==> run_1/met4.png <==
Drawn at 6 px/um. Supply wires on this layer in gray.
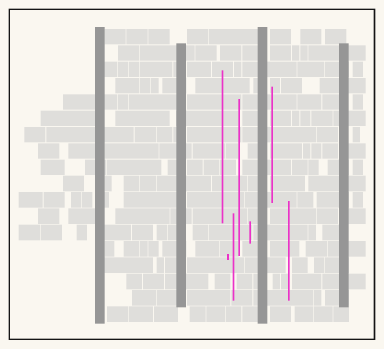
==> run_1/final_clocks.png <==
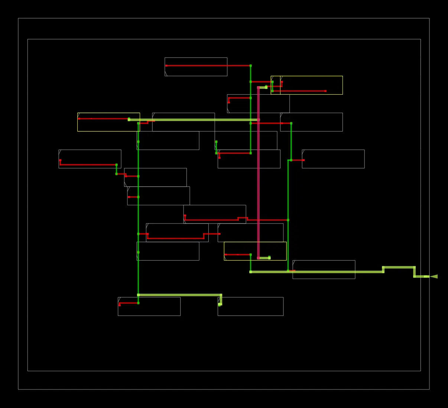
==> run_1/met3.png <==
Drawn at 8 px/um.
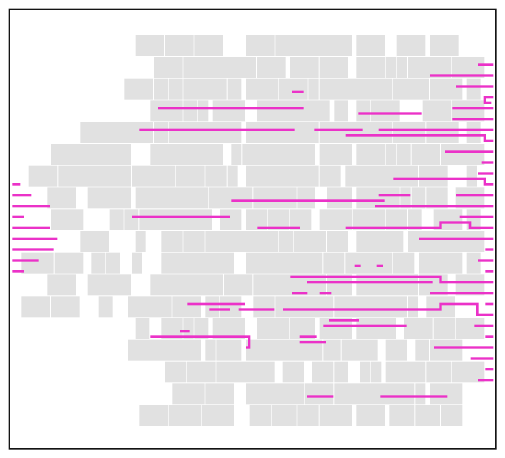
==> config.mk <==
export PLATFORM = sky130hd
export DESIGN_NAME = regfile_write_arbiter
export DESIGN_NICKNAME = d
export VERILOG_FILES = /design/src/rtl/regfile_pkg.sv /design/src/rtl/rr_pick.sv /design/src/rtl/regfile_write_arbiter.sv
export SDC_FILE = /design/constraint.sdc
export NUM_CORES = 1
export LEC_CHECK = 0
export CAP_MARGIN = 25
export CORE_ASPECT_RATIO = 0.9
export CORE_UTILIZATION = 33
export CTS_BUF_LIST = sky130_fd_sc_hd__clkbuf_16
export CTS_CLUSTER_DIAMETER = 40
export DETAILED_ROUTE_END_ITERATION = 7
export MAX_ROUTING_LAYER = met4
export PLACE_DENSITY = 0.83
export REMOVE_ABC_BUFFERS = 1
export SETUP_SLACK_MARGIN = 0.4
export SYNTH_ARGS = -nofsm -noshare
export SYNTH_HDL_FRONTEND = slang
export SYNTH_SLANG_ARGS = --single-unit
==> constraint.sdc <==
create_clock -name clk -period 1.4 [get_ports clk]
set_input_delay 0.28 -clock clk [delete_from_list [all_inputs] [get_ports clk]]
set_output_delay 0.28 -clock clk [all_outputs]
set_load 0.02 [all_outputs]
==> impl_metrics.env, run 1 <==
# source this file to load flow results
export IMPL_cp_required_ns=1.12
export IMPL_outcome="finished with violations"
export IMPL_crit_buf_inv=1
export IMPL_syn_avg_cell_area_sq_um=10.3
export IMPL_setup_viol=20
export IMPL_htreeDepth=1
export IMPL_via_per_inst=5.66
export IMPL_ys_sh_adder_pct=0
export IMPL_fin_hold_ws_ns=0.273
export IMPL_io_pins=64
export IMPL_violations="setup timing"
export IMPL_cp_depth=4
export IMPL_critPathTopFamily="flip-flops"
export IMPL_yosysSeqAreaShare_pct=44.1
export IMPL_synth_xor_area_share_pct=0
export IMPL_p_per_area_nw_per_um2=1060
export IMPL_cp_start_kind="register"
export IMPL_hold_class="in -> async"
export IMPL_fin_ws_ns=-0.438
export IMPL_warnings=27
export IMPL_syn_inst=99
## Picture notes: met4.png
nets with wire on the layer: 6
longest straight run: 25.8 um
Total Wirelength: 4980 um
vias: 1291

## Picture notes: final_clocks.png
Late-Pin Clk Latency: 0.26 ns
P_clk: 0.592 mW

## Picture notes: met3.png
share of all routed wire: 8.1%
nets with wire on the layer: 55
main direction: horizontal
longest straight run: 19.5 um
met3 GRT Util: 8.75%

run 1: area by class of cell:
class                   count  area [sq um]  share of cell area, %
multi-input cells          72           629                   28.9
repair inverters            1          7.51                  0.345
inverters                   3          13.8                  0.633
flip-flops and latches     18           453                   20.8
well taps                  40          50.0                   2.30
clock inverters             1          3.75                  0.173
repair buffers             90           942                   43.3
clock buffers               3          75.1                   3.45
run 1: routing by layer:
| metal | track usage (%) | up-vias | routed length [um] | part of all wire (%) |
|---|---|---|---|---|
| li1 | - | 552 | - | - |
| met1 | 35.5 | 649 | 2070 | 41 |
| met2 | 52.2 | 75 | 2410 | 48 |
| met3 | 8.75 | 15 | 404 | 8.1 |
| met4 | 10.2 | 0 | 104 | 2.1 |
| met5 | - | - | 0 | 0 |
run 1: metrics by stage:
step	power [mW]	util, %	worst slack [ns]
6_report	2.31	76.6	-0.438
5_1_grt	2.38	76.6	-0.498
4_1_cts	2.18	73.3	-0.394
3_5_place_dp	1.43	62.9	-1.08
3_3_place_gp	1.40	62.9	-1.01
2_1_floorplan	0.995	-	-0.616
run 1: where the power goes:
| group | internal [mW] | total, mW | switching [mW] | leakage [nW] |
|---|---|---|---|---|
| registers | 0.615 | 0.712 | 0.0972 | 0.233 |
| clock network | 0.381 | 0.592 | 0.211 | 0.0385 |
| logic | 0.556 | 1.01 | 0.450 | 0.672 |
run 1: worst reg2reg max path, delay by kind of cell (launching register included):
family / cells / cell delay (ns)
AND/OR/NAND/NOR: 1 / 0.16
AND-OR/OR-AND: 3 / 0.66
buffers and inverters: 2 / 0.36
flip-flops: 1 / 0.47
run 1: what timing repair did:
action,4_1_cts,5_1_grt
gates cloned,3,1
setup endpoints to repair,37,37
setup buffers,6,2
pin swaps,18,21
gates resized,156,10
==> run_1/cell_classes.png <==
Drawn at 10 px/um.
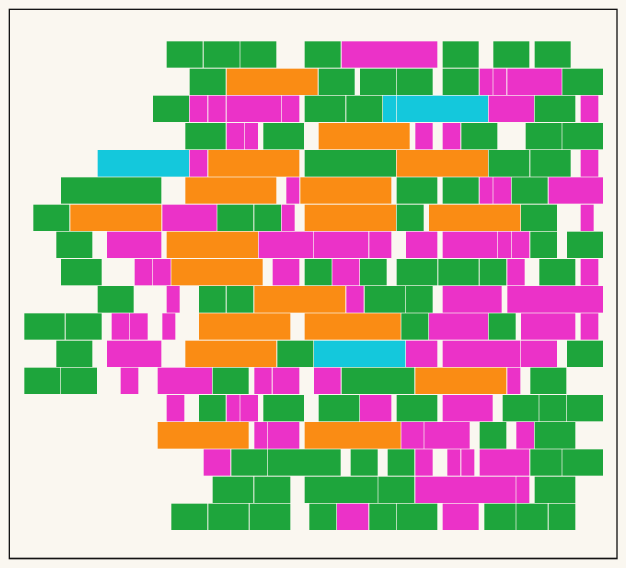

==> run 1 -> run 2 <==
--- a/config.mk
+++ b/config.mk
@@ -5,9 +5,8 @@
 export SDC_FILE = /design/constraint.sdc
 export NUM_CORES = 1
 export LEC_CHECK = 0
-export CAP_MARGIN = 25
 export CORE_ASPECT_RATIO = 0.9
-export CORE_UTILIZATION = 33
+export CORE_UTILIZATION = 35
 export CTS_BUF_LIST = sky130_fd_sc_hd__clkbuf_16
 export CTS_CLUSTER_DIAMETER = 40
 export DETAILED_ROUTE_END_ITERATION = 7
@@ -17,4 +16,5 @@
 export SETUP_SLACK_MARGIN = 0.4
 export SYNTH_ARGS = -nofsm -noshare
 export SYNTH_HDL_FRONTEND = slang
+export SYNTH_HIERARCHICAL = 1
 export SYNTH_SLANG_ARGS = --single-unit
==> run_2/cell_classes.png <==
Drawn at 10 px/um.
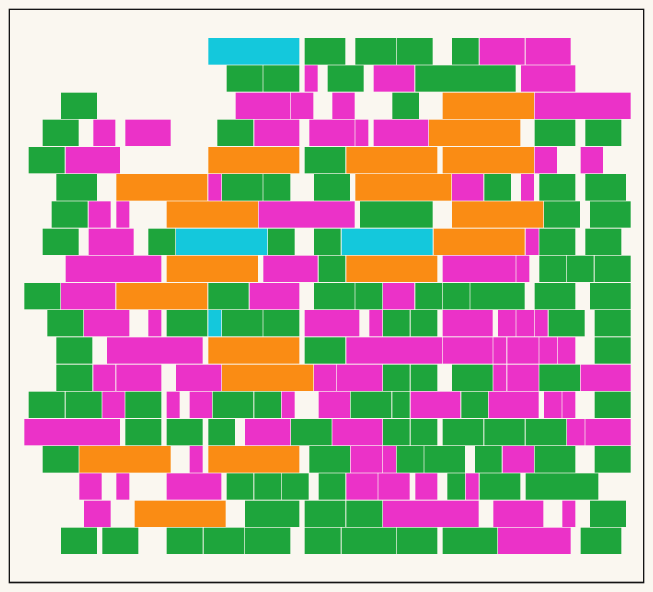
legend:
  orange:
    class: flip-flops
    cells: 18
  cyan:
    class: clock drivers and dummy loads
    cells: 4
  magenta:
    class: all other logic
    cells: 86
  green:
    class: other buffers and delay cells
    cells: 108
final instance area: 2560 sq um
row count: 19
fin util: 81.7%
fraction of area in registers: 17.6%
Core Area: 3140 sq um

==> run 2 against run 1 <==
Net effect:
- the run still ends with setup timing left
- total power grew 4.7%
- clock power decreased by 3.7%
- global-route usage is 3.0 points lower
- first-iteration DRC count decreased by 75%
- fmax increased by 0.73%
- non-clock buffer count increased by 18
- hold slack worse by 0.16 ns
- register-to-register slack worse by 0.04 ns
- critical path depth is 1 higher
- final area is 18% higher
- count of clock-buffer cells in the layout is the same
- largest cell class unchanged
- largest power group unchanged
==> impl_metrics.env, run 2 <==
# source this file to load flow results
export IMPL_cp_required_ns=1.12
export IMPL_finalClockSkew_ns=0.00116
export IMPL_syn_inst=112
export IMPL_setup_viol=20
export IMPL_crit_chain="buf_4 > nor3b_2 > o31a_1 > and2_4 > buf_6"
export IMPL_numPortBuffers=63
export IMPL_crit_fanout=4
export IMPL_route_met3_wl_um=184
export IMPL_finalHoldViolCount=0
export IMPL_warnings=27
export IMPL_drtAntennaViolNets=0
export IMPL_slowest_stage="dfrtp_1"
export IMPL_final_cell_mix="39 x clkdlybuf4s50_1, 31 x buf_6, 28 x buf_4"
export IMPL_hold_class="in -> async"
export IMPL_yosysSeqAreaShare_pct=38.1
export IMPL_gp_congestion=0.837
export IMPL_top_area_cell="dfrtp_1"
export IMPL_drv_cap=0
export IMPL_edf_count=0
export IMPL_cp_start_kind="register"
export IMPL_via_per_inst=5.20
export IMPL_top_layer="met4"
export IMPL_r2r_slack_ns=-0.37
export IMPL_ctsHoldBuffers=0
export IMPL_via_count=1342
export IMPL_p_per_area_nw_per_um2=943
export IMPL_outcome="finished with violations"
export IMPL_yosysCellCount=112
export IMPL_htreeDepth=1
export IMPL_cts_sinks=18
export IMPL_fin_hold_ws_ns=0.114
export IMPL_path_clk_slew_ns=0.05
export IMPL_io_pins=64
export IMPL_numSynthFlops=18
export IMPL_peakVddDrop_mv=0.760
export IMPL_rsz0062_at_grt="true"
export IMPL_met2_length_um=2580
export IMPL_crit_path_max_incr_delay_ns=0.41
export IMPL_syn_avg_cell_area_sq_um=10.6
export IMPL_clk_latency_ns=0.25
export IMPL_area_leaders="dfrtp_1 38%, a221oi_2 13%, o31ai_2 11%"
export IMPL_totalPowerFinal_mw=2.42
export IMPL_ff_type="dfrtp_1"
export IMPL_detailedPlace_worstSlack_ns=-1.00
export IMPL_wl_met1_um=1810
export IMPL_grt_max_degree=27
export IMPL_fin_ws_ns=-0.425
export IMPL_violations="setup timing"
export IMPL_drt_wl_total_um=4830
export IMPL_leakagePower_nw=1.12
run 2: cell types whose count changed after synthesis, moves of 3 or more:
cell and delta:
a21o_1 -4, a21oi_1 +3, buf_2 +4, nand2_1 +3
nor2b_1 +13, o21ai_0 -10, o21ai_1 -13, o31ai_2 +10
run 2: area by class of cell:
cell class / count / area [sq um]
flip-flops and latches: 18 / 452
clock inverters: 1 / 3.75
multi-input cells: 82 / 862
repair buffers: 108 / 1100
fillers: 167 / 573
clock buffers: 3 / 75.1
inverters: 4 / 20.0
well taps: 42 / 52.6
run 2: metal layers:
metal	global-route usage [%]	vias up
li1	-	622
met1	27.9	640
met2	52.1	62
met3	2.60	18
met4	17.5	0
met5	-	-
run 2: cells by family (layout without fill, tap and decap cells):
family,count (synthesis),after routing,synth area share (%)
mux,2,2,1.90
simple gates,42,43,18.9
buf+inv,13,116,7.50
flops,18,18,38.1
compound gates,37,37,33.6
run 2: repair_timing:
action | 4_1_cts | 5_1_grt
gates cloned | 2 | 0
pin swaps | 15 | 13
setup endpoints to repair | 37 | 37
resized | 181 | 12
buffers inserted | 20 | 7
run 2: power breakdown:
| part | switching [mW] | internal [mW] |
|---|---|---|
| registers | 0.0822 | 0.610 |
| clock network | 0.191 | 0.380 |
| logic | 0.495 | 0.661 |
| total | 0.768 | 1.65 |
run 2: critical path: cells and delay by family (launching register included):
| family | cells | cell delay [ns] |
|---|---|---|
| AND/OR/NAND/NOR | 2 | 0.39 |
| AND-OR/OR-AND | 1 | 0.22 |
| buffers and inverters | 2 | 0.27 |
| flip-flops | 1 | 0.41 |
Power and IR drop assume default switching activity.
